<file path="src/rtl/mips_muldiv_pkg.sv">
`default_nettype none
// ============================================================================
//  Module      : mips_muldiv_pkg
//  Description : Shared opcodes, FSM state type and sign helper for the
//                iterative multiply/divide unit.
//  Revision    : 1.0 - initial release
// ============================================================================
package mips_muldiv_pkg;

    // Operation encodings; op[0] set means unsigned, op[1] set means divide
    localparam logic [1:0] OP_MUL  = 2'b00;
    localparam logic [1:0] OP_MULU = 2'b01;
    localparam logic [1:0] OP_DIV  = 2'b10;
    localparam logic [1:0] OP_DIVU = 2'b11;

    // Widest operand supported; the sign helper works on a 2*MAX_W container
    localparam int MAX_W = 64;

    typedef logic [2*MAX_W-1:0] wide_t;

    typedef enum logic [1:0] {
        IDLE = 2'd0,
        RUN  = 2'd1,
        DONE = 2'd2
    } state_t;

    // Two's-complement negate when cond is set. Callers zero-extend into the
    // wide container and truncate back; negation is exact modulo 2^k.
    function automatic wide_t negate_if(input wide_t value, input logic cond);
        return cond ? -value : value;
    endfunction

endpackage
`default_nettype wire

</file>
<file path="src/rtl/mips_muldiv_unit.sv">
`default_nettype none
// ============================================================================
//  Module      : mips_muldiv_unit
//  Description : Iterative radix-2 multiply/divide engine producing a HI/LO
//                pair. Shift-add multiply and restoring divide on operand
//                magnitudes, one iteration per clock, with sign fix-up on
//                completion. start/busy/done handshake, flush abort.
//                WIDTH must be in the range 4..MAX_W.
//  Revision    : 1.0 - initial release
// ============================================================================
module mips_muldiv_unit
    import mips_muldiv_pkg::*;
#(
    parameter int WIDTH = 32,
    parameter int CNT_W = $clog2(WIDTH+1)
) (
    input  logic             clk,
    input  logic             rst_n,
    input  logic             start,
    input  logic [1:0]       op,
    input  logic [WIDTH-1:0] a,
    input  logic [WIDTH-1:0] b,
    input  logic             flush,
    output logic             busy,
    output logic             done,
    output logic [WIDTH-1:0] hi,
    output logic [WIDTH-1:0] lo,
    output logic             div_by_zero
);

    state_t             r_state;
    state_t             w_next_state;
    logic [CNT_W-1:0]   r_count;
    logic [WIDTH-1:0]   r_acc;
    logic [WIDTH-1:0]   r_q;
    logic [WIDTH-1:0]   r_mag;      // multiplicand or divisor magnitude
    logic               r_is_div;
    logic               r_neg_res;  // product / quotient sign
    logic               r_neg_rem;  // remainder follows the dividend sign
    logic               r_bzero;
    logic [WIDTH-1:0]   r_hi;
    logic [WIDTH-1:0]   r_lo;
    logic               r_dbz;

    logic               w_accept;
    logic               w_last;
    logic               w_is_div;
    logic               w_signed;
    logic               w_a_neg;
    logic               w_b_neg;
    logic [WIDTH-1:0]   w_a_mag;
    logic [WIDTH-1:0]   w_b_mag;
    logic [WIDTH:0]     w_mul_sum;
    logic [WIDTH:0]     w_diff;
    logic [WIDTH-1:0]   w_acc_nxt;
    logic [WIDTH-1:0]   w_q_nxt;
    logic [2*WIDTH-1:0] w_prod_fix;
    logic [WIDTH-1:0]   w_quo_fix;
    logic [WIDTH-1:0]   w_rem_fix;

    assign w_is_div = (op == OP_DIV) || (op == OP_DIVU);
    assign w_signed = (op == OP_MUL) || (op == OP_DIV);
    assign w_a_neg  = w_signed & a[WIDTH-1];
    assign w_b_neg  = w_signed & b[WIDTH-1];
    assign w_a_mag  = w_a_neg ? -a : a;
    assign w_b_mag  = w_b_neg ? -b : b;

    // A new request is only taken when the engine is not running and no abort is pending
    assign w_accept = ((r_state == IDLE) || (r_state == DONE)) && start && !flush;
    assign w_last   = (r_count == CNT_W'(WIDTH-1));

    // State register
    always_ff @(posedge clk or negedge rst_n) begin
        if (!rst_n) begin
            r_state <= IDLE;
        end else begin
            r_state <= w_next_state;
        end
    end

    // Next-state logic; flush overrides everything, including a same-cycle start
    always_comb begin
        w_next_state = r_state;
        case (r_state)
            IDLE:    w_next_state = w_accept ? RUN : IDLE;
            RUN:     w_next_state = flush ? IDLE : (w_last ? DONE : RUN);
            DONE:    w_next_state = w_accept ? RUN : IDLE;
            default: w_next_state = IDLE;
        endcase
    end

    // Handshake outputs decoded from state
    always_comb begin
        busy = (r_state == RUN);
        done = (r_state == DONE);
    end

    // One radix-2 step on the shared {acc, q} pair
    always_comb begin
        w_mul_sum = {1'b0, r_acc} + {1'b0, r_mag};
        w_diff    = {r_acc, r_q[WIDTH-1]} - {1'b0, r_mag};
        w_acc_nxt = r_acc;
        w_q_nxt   = r_q;
        if (r_is_div) begin
            // Restoring divide: keep the trial difference only if it stayed non-negative
            if (!w_diff[WIDTH]) begin
                w_acc_nxt = w_diff[WIDTH-1:0];
                w_q_nxt   = {r_q[WIDTH-2:0], 1'b1};
            end else begin
                w_acc_nxt = {r_acc[WIDTH-2:0], r_q[WIDTH-1]};
                w_q_nxt   = {r_q[WIDTH-2:0], 1'b0};
            end
        end else begin
            // Shift-add multiply: add on LSB of multiplier, then shift right with carry
            if (r_q[0]) begin
                {w_acc_nxt, w_q_nxt} = {w_mul_sum, r_q[WIDTH-1:1]};
            end else begin
                {w_acc_nxt, w_q_nxt} = {1'b0, r_acc, r_q[WIDTH-1:1]};
            end
        end
    end

    // Sign fix-up applied to the result of the final iteration
    always_comb begin
        w_prod_fix = (2*WIDTH)'(negate_if(wide_t'({w_acc_nxt, w_q_nxt}), r_neg_res));
        w_quo_fix  = WIDTH'(negate_if(wide_t'(w_q_nxt), r_neg_res));
        w_rem_fix  = WIDTH'(negate_if(wide_t'(w_acc_nxt), r_neg_rem));
    end

    // Datapath: latch operands on accept, iterate in RUN, load results on entry to DONE
    always_ff @(posedge clk or negedge rst_n) begin
        if (!rst_n) begin
            r_count   <= '0;
            r_acc     <= '0;
            r_q       <= '0;
            r_mag     <= '0;
            r_is_div  <= 1'b0;
            r_neg_res <= 1'b0;
            r_neg_rem <= 1'b0;
            r_bzero   <= 1'b0;
            r_hi      <= '0;
            r_lo      <= '0;
            r_dbz     <= 1'b0;
        end else if (w_accept) begin
            r_count   <= '0;
            r_acc     <= '0;
            r_is_div  <= w_is_div;
            r_neg_res <= w_a_neg ^ w_b_neg;
            r_neg_rem <= w_a_neg;
            r_bzero   <= (b == '0);
            // Divide shifts the dividend through q; multiply shifts the multiplier
            r_q       <= w_is_div ? w_a_mag : w_b_mag;
            r_mag     <= w_is_div ? w_b_mag : w_a_mag;
        end else if ((r_state == RUN) && !flush) begin
            r_count <= r_count + CNT_W'(1);
            r_acc   <= w_acc_nxt;
            r_q     <= w_q_nxt;
            if (w_last) begin
                if (r_is_div) begin
                    // Zero divisor leaves |a| in acc, so the remainder fix-up restores a
                    r_hi  <= w_rem_fix;
                    r_lo  <= r_bzero ? '1 : w_quo_fix;
                    r_dbz <= r_bzero;
                end else begin
                    {r_hi, r_lo} <= w_prod_fix;
                    r_dbz        <= 1'b0;
                end
            end
        end
    end

    assign hi          = r_hi;
    assign lo          = r_lo;
    assign div_by_zero = r_dbz;

endmodule
`default_nettype wire

</file>
<file path="config.mk">
export PLATFORM = sky130hd
export DESIGN_NAME = mips_muldiv_unit
export DESIGN_NICKNAME = d
export VERILOG_FILES = /design/src/rtl/mips_muldiv_pkg.sv /design/src/rtl/mips_muldiv_unit.sv
export SDC_FILE = /design/constraint.sdc
export NUM_CORES = 1
export LEC_CHECK = 0
export CORE_MARGIN = 1.5
export CORE_UTILIZATION = 60
export CTS_CLUSTER_SIZE = 12
export DETAILED_ROUTE_END_ITERATION = 6
export GPL_ROUTABILITY_DRIVEN = 0
export HOLD_SLACK_MARGIN = 0.08
export MAX_ROUTING_LAYER = met4
export PLACE_DENSITY = 0.81
export SYNTH_ARGS = -nofsm -noshare
export SYNTH_HDL_FRONTEND = slang
export SYNTH_SLANG_ARGS = --single-unit
</file>
<file path="constraint.sdc">
create_clock -name clk -period 5.7 [get_ports clk]
set_clock_uncertainty 0.2 [all_clocks]
set_input_delay 0.855 -clock clk [delete_from_list [all_inputs] [get_ports clk]]
set_output_delay 0.855 -clock clk [all_outputs]
set_load 0.05 [all_outputs]
</file>
run_1/layer_met3.png
Scale: 1.5 px per µm.
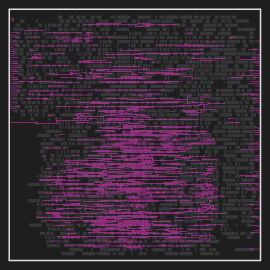
The layer carries 7500 µm of wire. 482 nets have wire on it.

run_1/placement_by_type.png
Scale: 3 px per µm.
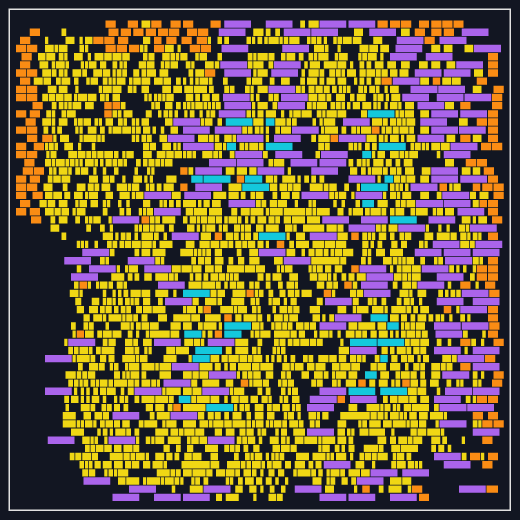
Key: clock drivers and dummy loads = cyan [cells 32, share of their area 3.4%]; other buffers and delay cells = orange [cells 168, share of their area 9.0%]; flops = purple [cells 173, share of their area 24%]; combinational and other logic = yellow [cells 1752, share of their area 63%]
# rows: 59
Final Core Density: 69.7%

run_1/metal_density.png
Scale: 2 px per µm. The die is cut into 33 by 33 equal tiles; white is low, dark blue is high, scaled to the fullest tile. Values are wire area over tile area, all layers added.
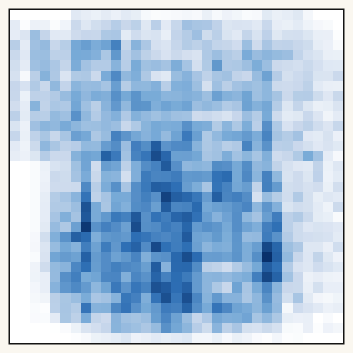
The fullest tile reaches 0.99. The mean over all tiles is 0.35. The densest ninth of the die: middle. 6.1% of the tiles are nearly empty. The emptiest ninth of the die: top right.

[run 1: final cells by class]
type | count | area (µm²) | share of cell area [%]
clock inverter | 15 | 180 | 0.990
multi-input combinational | 1681 | 11000 | 60.3
tap | 335 | 419 | 2.30
antenna | 1 | 2.50 | 0.0137
inverter | 71 | 267 | 1.46
timing repair buffer | 168 | 1600 | 8.79
sequential | 173 | 4330 | 23.8
clock buffer | 17 | 425 | 2.34
[run 1: state kept, by name, summed over array words and instances, names as in the netlist]
| signal | flops |
|---|---|
| div_by_zero | 1 |
| r_neg_rem | 1 |
| r_state | 2 |
| hi | 32 |
| r_neg_res | 1 |
| r_count | 6 |
| r_bzero | 1 |
| r_mag | 32 |
| r_is_div | 1 |
| r_q | 32 |
| r_acc | 32 |
| lo | 32 |
==> impl_metrics.toml, run 1 <==
# synthesis and place-and-route metrics
[clocking]
clkLatencyLatePin_ps = 460
path_clk_slew_ps = 90
clock_sinks = 173
ctsHoldBuffers = 0
cts-htree-levels = 4
cts_setup_buffers = 0
cts_tree = "done"
clock_path_buffers = 2

[synth]
ys_top_logic_family = "AND-OR/OR-AND gates"
synthAdderAreaFrac_pct = 5.63
synthAoiAreaFrac_pct = 29.6
ys_seq_share_pct = 27.0
async_flop_share_pct = 100
top_area_cell = "dfrtp_1"
yosysTopAreaCellShare_pct = 27.0
ys_chip_area_um2 = 16000
synth_cells = 2046
fp_nets = 2187
netlist_area_um2 = 16000
synthMuxAreaShare_pct = 3.84
netlist_top_cells_count = "nand2_1 (267), o21ai_0 (214), dfrtp_1 (173)"

[power]
p_leak_nw = 7.45
power_w = 0.00951
powerSeq_w = 0.00186
pwr-share-seq_pct = 19.5
swShare_pct = 54.7

[timing]
relSlewSlack_pct = 12.9
final-setup-viol-count = 0
slew_viol_final = 0
fmax_mhz = 181
layout_setup_ws_ps = 168
worst_slew_pin_slew_ps = 1300
post-route-min-period_ps = 5530

[floorplanning]
core-area_um2 = 26100
fp_util_pct = 61.4
die_h_um = 167

[placement]
place_area_um2 = 17600
dp_slack_ps = 447

[detailed_routing]
detail-route-antenna-nets = 0
wl_met3_mm = 7.50
drt_iter0_drc = 2503
wl_met1_mm = 22.7
wirelength_mm = 55.1
drc = 15

[finish]
fin_cells = 2461
lay_top_count = "nand2_1"
area_growth_pct = 13.5
fillers = 2119
layout_top_cells = "nand2_1 (266), o21ai_0 (214), dfrtp_1 (172)"

[status]
outcome = "complete, but fails checks"
violations = "DRC"

[setup_path]
r2r-start = "r_q[31]"
required_ps = 5830
cp_max_fo = 7
crit_end = "hi[22]"
critPathSlowestCell = "a211oi_1"
crit_path_start_kind = "flip-flop"
worstSetupPathType = "flip-flop to flip-flop"

[run]
warning_count = 28
drv_cap = 0

[global_route]
grt_max_degree = 115
antenna_found_initial = 2
grt_pass1_wl_mm = 85.4
use_met1_pct = 54.9
grt_pass1_vias = 15230

[hold_path]
hp-class = "input port to asynchronous set/reset pin"
==> inputs of run 2 (changes only) <==
--- a/config.mk
+++ b/config.mk
@@ -5,6 +5,7 @@
 export SDC_FILE = /design/constraint.sdc
 export NUM_CORES = 1
 export LEC_CHECK = 0
+export ABC_CLOCK_PERIOD_IN_PS = 5700
 export CORE_MARGIN = 1.5
 export CORE_UTILIZATION = 60
 export CTS_CLUSTER_SIZE = 12
==> constraint.sdc (replaced) <==
create_clock -name clk -period 5.7 [get_ports clk]
set_clock_uncertainty 0.2 [all_clocks]
set_input_delay 0.855 -clock clk [delete_from_list [all_inputs] [get_ports clk]]
set_output_delay 0.855 -clock clk [all_outputs]
set_load 0.02 [all_outputs]
run_2/placement_by_type.png
Scale: 3 px per µm.
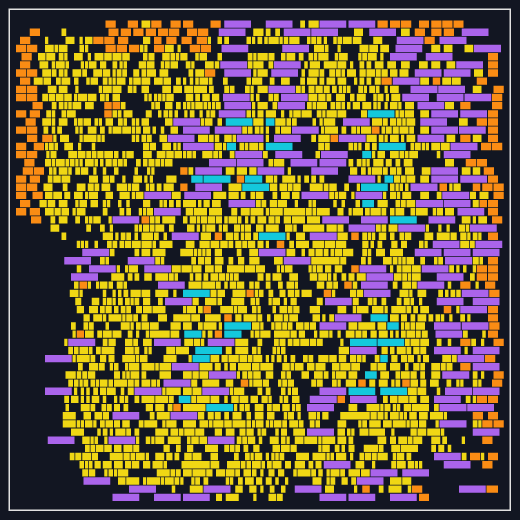
Key: clock drivers and dummy loads = cyan [cells 32, share of their area 3.4%]; combinational and other logic = yellow [cells 1752, share of their area 63%]; other buffers and delay cells = orange [cells 168, share of their area 9.0%]; flops = purple [cells 173, share of their area 24%]
Core Area: 26100 µm²
cell area after layout: 18200 µm²
Seq/total area: 23.8%

run_2/metal_density.png
Scale: 2 px per µm. The die is cut into 33 by 33 equal tiles; white is low, dark blue is high, scaled to the fullest tile. Values are wire area over tile area, all layers added.
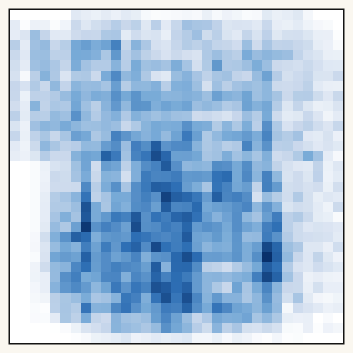
The fullest tile reaches 0.99. 27% of the tiles are over half the peak. The mean over all tiles is 0.35. 6.1% of the tiles are nearly empty.
Total Wirelength: 55.1 mm
routed vias: 17000
wire per inst: 22.4 µm

run_2/layer_met3.png
Scale: 1.5 px per µm.
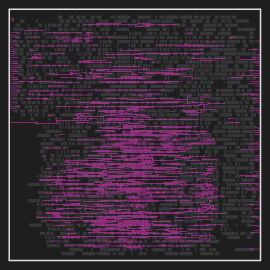
The longest straight run is 86.5 µm. The layer carries 7500 µm of wire.

==> run 2 against run 1 <==
  * The run still ends with DRC left
  * Sequential share of layout area stayed put
  * Largest power group unchanged
  * Hold slack is the same
  * First-iteration DRC count stayed put
  * Combinational power hardly changed
  * Clock power about the same
  * Sequential power is essentially flat
  * Non-clock buffer count is the same
  * Maximum frequency unchanged
  * Global-route usage unchanged
  * Highest routed layer unchanged
  * Worst setup slack is the same
==> impl_metrics.toml, run 2 <==
# synthesis and place-and-route metrics
[status]
outcome = "complete, but fails checks"
violations = "DRC"

[setup_path]
worstSetupPathType = "flip-flop to flip-flop"
critical_path_buf_inv_count = 4
crit_path_start_kind = "flip-flop"
required_ps = 5830
critPathSlowestCell = "a211oi_1"
crit_end = "hi[22]"
rr_worst_depth = 21

[hold_path]
hp-class = "input port to asynchronous set/reset pin"

[detailed_routing]
wl_met1_mm = 22.7
wl_met3_mm = 7.50
drc = 15
drt_iter0_drc = 2503
dr_wl_met2_mm = 22.4
detail-route-antenna-nets = 0

[global_route]
grt_pass1_vias = 15230
met3_usage_pct = 11.0
grt_pass1_wl_mm = 85.4
grt_max_degree = 115
antenna_found_initial = 2

[synth]
async_flop_share_pct = 100
yosysTopAreaCellShare_pct = 27.0
synthMuxAreaShare_pct = 3.84
fp_nets = 2187
top_area_cell = "dfrtp_1"
synth_cells = 2046
ys_top_logic_family = "AND-OR/OR-AND gates"
ys_chip_area_um2 = 16000
netlist_area_um2 = 16000
netlist_top_cells_count = "nand2_1 (267), o21ai_0 (214), dfrtp_1 (173)"
synthAoiAreaFrac_pct = 29.6
ys_seq_share_pct = 27.0
synthAdderAreaFrac_pct = 5.63
ys_warn_count = 0

[run]
warning_count = 28
drv_cap = 0

[clocking]
cts-htree-levels = 4
path_clk_slew_ps = 90
ctsHoldBuffers = 0
clock_sinks = 173
clkLatencyLatePin_ps = 460
cts_setup_buffers = 0
cts_tree = "done"
clock_path_buffers = 2

[timing]
post-route-min-period_ps = 5530
layout_setup_ws_ps = 168
worst_slew_pin_slew_ps = 1300
fmax_mhz = 181
tns_ps = 0
final-setup-viol-count = 0
relSlewSlack_pct = 12.9

[finish]
finish.utilization_pct = 69.7
fillers = 2119
combGateArea_um2 = 11000
lay_top_count = "nand2_1"
ff_latch_area_um2 = 4330
area_growth_pct = 13.5
layout_top_cells = "nand2_1 (266), o21ai_0 (214), dfrtp_1 (172)"

[power]
pwr-share-seq_pct = 19.5
power_w = 0.00951
p_leak_nw = 7.45
powerSeq_w = 0.00186

[placement]
dp_slack_ps = 447

[floorplanning]
die_h_um = 167
fp_util_pct = 61.4
-- run 2: cell counts in the layout (fill, tap and decap cells not counted) --
Identical to the previous run, type by type.
-- run 2: layout make-up --
| type | count | area share, % |
|---|---|---|
| Multi-Input combinational cell | 1681 | 60.3 |
| Clock inverter | 15 | 0.990 |
| Inverter | 71 | 1.46 |
| Sequential cell | 173 | 23.8 |
| Clock buffer | 17 | 2.34 |
| Antenna cell | 1 | 0.0137 |
| Timing Repair Buffer | 168 | 8.79 |
| Tap cell | 335 | 2.30 |
-- run 2: metrics by stage --
step	std cells	hold slack, ps	instance area [µm²]
after floorplan	2046	249	16000
after global placement	2428	262	17600
after detailed placement	2428	269	17600
after CTS	2460	213	18200
after global routing	2461	232	18200
final	2461	164	18200
No activity file was given, so power comes from the tool's default toggle rates.
